## src/rtl/sim_run_end_ctrl.sv

```systemverilog
// End-of-run controller: debounces the core halt, classifies the run and,
// on a clean looping halt, streams the signature words out of RAM over a
// ready/valid interface.
module sim_run_end_ctrl #(
    parameter int unsigned                HALT_DELAY     = 4,
    parameter int unsigned                ADDR_WIDTH     = 32,
    parameter logic [ADDR_WIDTH-1:0]      RAM_BEGIN_ADDR = 'h4000_0000,
    parameter int unsigned                MAX_SIG_WORDS  = 4096
) (
    input  logic                  clk_i,
    input  logic                  rst_n_i,
    input  logic                  halted_i,
    input  logic                  looping_i,
    input  logic [31:0]           mcause_i,
    input  logic [ADDR_WIDTH-1:0] sig_begin_i,
    input  logic [ADDR_WIDTH-1:0] sig_end_i,
    output logic                  mem_req_o,
    output logic [ADDR_WIDTH-1:0] mem_addr_o,
    input  logic                  mem_ack_i,
    input  logic [31:0]           mem_data_i,
    output logic                  sig_valid_o,
    output logic [31:0]           sig_data_o,
    input  logic                  sig_ready_i,
    output logic                  done_o,
    output logic [1:0]            exit_code_o,
    output logic [31:0]           mcause_o,
    output logic [15:0]           word_count_o
);

    typedef enum logic [2:0] {
        ST_IDLE,
        ST_COUNT,
        ST_CLASSIFY,
        ST_READ,
        ST_SEND,
        ST_DONE
    } state_t;

    localparam logic [1:0] EXIT_PASS      = 2'd0;
    localparam logic [1:0] EXIT_BREAK     = 2'd1;
    localparam logic [1:0] EXIT_EXCEPTION = 2'd2;
    localparam logic [1:0] EXIT_BAD_RANGE = 2'd3;

    state_t                  r_state;
    state_t                  w_next;
    logic [7:0]              r_cnt;
    logic [ADDR_WIDTH-1:0]   r_addr;
    logic [ADDR_WIDTH-1:0]   r_end;
    logic [31:0]             r_sig_data;
    logic [1:0]              r_exit;
    logic [31:0]             r_mcause;
    logic [15:0]             r_word_count;

    logic [ADDR_WIDTH-1:0]   w_span;
    logic [ADDR_WIDTH-1:0]   w_span_words;
    logic                    w_range_ok;
    logic [ADDR_WIDTH-1:0]   w_addr_inc;
    logic                    w_last_word;

    // Range checks use the absolute addresses; only the word count uses the span.
    assign w_span       = sig_end_i - sig_begin_i;
    assign w_span_words = w_span >> 2;
    assign w_range_ok   = (sig_begin_i >= RAM_BEGIN_ADDR)
                        && (sig_end_i > sig_begin_i)
                        && (sig_begin_i[1:0] == 2'b00)
                        && (sig_end_i[1:0] == 2'b00)
                        && (w_span_words <= ADDR_WIDTH'(MAX_SIG_WORDS));

    assign w_addr_inc  = r_addr + ADDR_WIDTH'(4);
    assign w_last_word = (w_addr_inc == r_end);

    // State register
    always_ff @(posedge clk_i or negedge rst_n_i) begin
        if (!rst_n_i) r_state <= ST_IDLE;
        else          r_state <= w_next;
    end

    // Next-state logic
    always_comb begin
        w_next = r_state;
        case (r_state)
            ST_IDLE:     if (halted_i) w_next = ST_COUNT;
            ST_COUNT: begin
                if (!halted_i)        w_next = ST_IDLE;
                else if (r_cnt == '0) w_next = ST_CLASSIFY;
            end
            ST_CLASSIFY: w_next = (looping_i && w_range_ok) ? ST_READ : ST_DONE;
            ST_READ:     if (mem_ack_i) w_next = ST_SEND;
            ST_SEND:     if (sig_ready_i) w_next = w_last_word ? ST_DONE : ST_READ;
            ST_DONE:     w_next = ST_DONE;
            default:     w_next = ST_IDLE;
        endcase
    end

    // Datapath: debounce counter, classification results and dump pointers
    always_ff @(posedge clk_i or negedge rst_n_i) begin
        if (!rst_n_i) begin
            r_cnt        <= '0;
            r_addr       <= '0;
            r_end        <= '0;
            r_sig_data   <= '0;
            r_exit       <= EXIT_PASS;
            r_mcause     <= '0;
            r_word_count <= '0;
        end else begin
            case (r_state)
                ST_IDLE: begin
                    if (halted_i) r_cnt <= 8'(HALT_DELAY);
                end
                ST_COUNT: begin
                    if (halted_i && r_cnt != '0) r_cnt <= r_cnt - 8'd1;
                end
                ST_CLASSIFY: begin
                    r_mcause <= mcause_i;
                    if (looping_i && w_range_ok) begin
                        r_addr <= sig_begin_i - RAM_BEGIN_ADDR;
                        r_end  <= sig_end_i - RAM_BEGIN_ADDR;
                    end else if (looping_i) begin
                        r_exit <= EXIT_BAD_RANGE;
                    end else if (mcause_i[3]) begin
                        r_exit <= EXIT_BREAK;
                    end else begin
                        r_exit <= EXIT_EXCEPTION;
                    end
                end
                ST_READ: begin
                    if (mem_ack_i) r_sig_data <= mem_data_i;
                end
                ST_SEND: begin
                    if (sig_ready_i) begin
                        r_addr       <= w_addr_inc;
                        r_word_count <= r_word_count + 16'd1;
                        if (w_last_word) r_exit <= EXIT_PASS;
                    end
                end
                default: ;
            endcase
        end
    end

    assign mem_req_o    = (r_state == ST_READ);
    assign mem_addr_o   = r_addr;
    assign sig_valid_o  = (r_state == ST_SEND);
    assign sig_data_o   = r_sig_data;
    assign done_o       = (r_state == ST_DONE);
    assign exit_code_o  = r_exit;
    assign mcause_o     = r_mcause;
    assign word_count_o = r_word_count;

endmodule

```

## config.mk

```make
export PLATFORM = sky130hd
export DESIGN_NAME = sim_run_end_ctrl
export DESIGN_NICKNAME = d
export VERILOG_FILES = /design/src/rtl/sim_run_end_ctrl.sv
export SDC_FILE = /design/constraint.sdc
export NUM_CORES = 1
export LEC_CHECK = 0
export CORE_MARGIN = 10
export CORE_UTILIZATION = 40
export DETAILED_ROUTE_END_ITERATION = 8
export GPL_TIMING_DRIVEN = 0
export PLACE_DENSITY = 0.66
export SLEW_MARGIN = 20
export SYNTH_ARGS = -nofsm -noshare
export SYNTH_HDL_FRONTEND = slang
export SYNTH_SLANG_ARGS = --single-unit
```

## constraint.sdc

```tcl
create_clock -name clk_i -period 5.5 [get_ports clk_i]
set_input_delay 1.1 -clock clk_i [delete_from_list [all_inputs] [get_ports clk_i]]
set_output_delay 1.1 -clock clk_i [all_outputs]
set_load 0.02 [all_outputs]
```

==> images/drive_strength.png <==
Scale: 2 px per um.
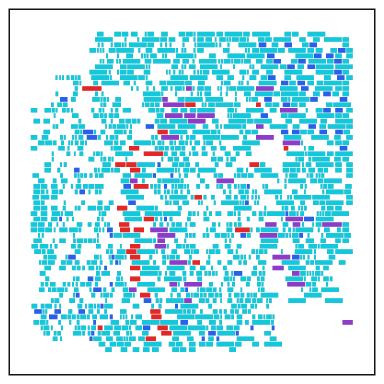
drive 3 to 4 -> red  # cells 32, share 2.2%
drive 6 and up -> purple  # cells 34, share 2.3%
drive 1 or less -> cyan  # cells 1,321, share 90%
drive 2 -> blue  # cells 84, share 5.7%

==> images/port_nets.png <==
Scale: 2 px per um.
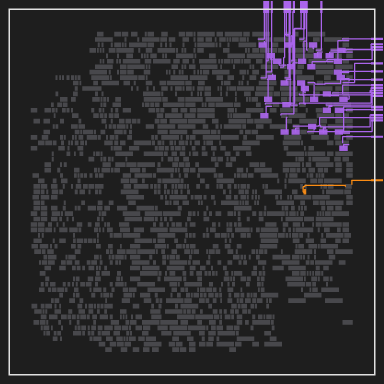
mem_req_o -> orange  # direction output, end cells 1, buffers 1, wire 39.4 um
mem_data_i -> purple  # direction input, end cells 32, buffers 32, wire 1,140 um

==> results.ini <==
[timing]
fin_skew_ns = 0.01230
fin_ws_ns = 0.1688
finalSetupViolCount = 0
post-route-period-util = 0.9693
tns_ns = 0
timing.fmax_mhz = 187.6
maxSlewViolCount = 0
period_needed_ns = 5.331
rsz0062_at_grt = true

[power_and_ir_drop]
comb-power_w = 0.00225
p_leak_nw = 6.006
top_power_group = combinational cells
p_sw_frac = 0.3929
peakVddDrop_mv = 0.2934
powerClk_w = 0.00122
p_sw_w = 0.002020
powerDensity_mw_per_mm2 = 364.3
total_power_w = 0.005142

[clock_tree]
cts_buffers = 17
path_clk_slew_ns = 0.07
root_buffer = clkbuf_16
clock_latency_ns = 0.44
holdBufCountCts = 0
post_cts_buffers = 0
cts_tree = built
cts_resized = 2
max-clock-path-buffers = 2

[synth]
xor_share = 0.07006
ys_ff = 157
yosys.area_share.aoi = 0.1498
fp_nets = 1360
async_flop_share = 1.000
top_area_frac = 0.3741
top_logic_kind = simple AND/OR/NAND/NOR gates
avgSynthCellArea_um2 = 8.839
simple_gate_area_frac = 0.2307
synth.distinct_cells = 79

[finish]
comb_area_mm2 = 0.006112
fin_nets = 1630
nFillCells = 2424
lay_top_count = clkdlybuf4s50_1
postLayoutCoreUtil = 0.5446
inv_count = 49
design_area_mm2 = 0.01411
seqCellArea_mm2 = 0.003929
signal_buffers = 321
lay_top_cells = clkdlybuf4s50_1 (249), nand2_1 (195), dfrtp_1 (157)
diodes = 0
largest_class = multi-input combinational cells
nonClkBufAreaFrac = 0.2018
design.seq.count = 157

[grt]
gr-max-usage-layer = met2
grt_pass1_vias = 10156
met2_usage = 0.3937
grtUsageMet3 = 0.05308
grt_pass1_wl_mm = 60.35

[place]
placed_area_mm2 = 0.01346
port_buffers = 250
dp_cells = 1774
place_hpwl_mm = 32.11

[routing]
routed_wl_mm = 39.81
wl_met3_mm = 2.996
post_drt_wl_per_cell_um = 22.04
route.met2.wl_mm = 19.52
routed.top_layer = met4
vias = 10295
drt-initial-drc-count = 961
remaining_drc_errors = 0

[floorplanning]
num_rows = 59
chipArea_mm2 = 0.03313
die_w_um = 182.0

[worst_setup_path]
reg2reg_slack_ns = 1.48
slowest_delay_ns = 0.63
timing.rr.start = mem_addr_o[5]
worstPathArrival_ns = 5.62
path_max_fanout = 10
crit_family = AND-OR/OR-AND gates
r2r-end = exit_code_o[1]
setup.worst_path.class = in -> reg
cpMaxStageDelayCell = clkdlybuf4s50_1
worstPathCellList = clkdlybuf4s50_1, inv_1, ha_1, o211a_1, o31a_1, clkbuf_1, o211a_1, or3_1, a22oi_1, o2111ai_1, a2111oi_4, and3_1, buf_2, and2_1, buf_2, o21ai_0
crit_path_start_kind = input pin
cp_num_cells = 16

[status]
status = finished, final reports clean

[hold_path]
min_path_cells = 2

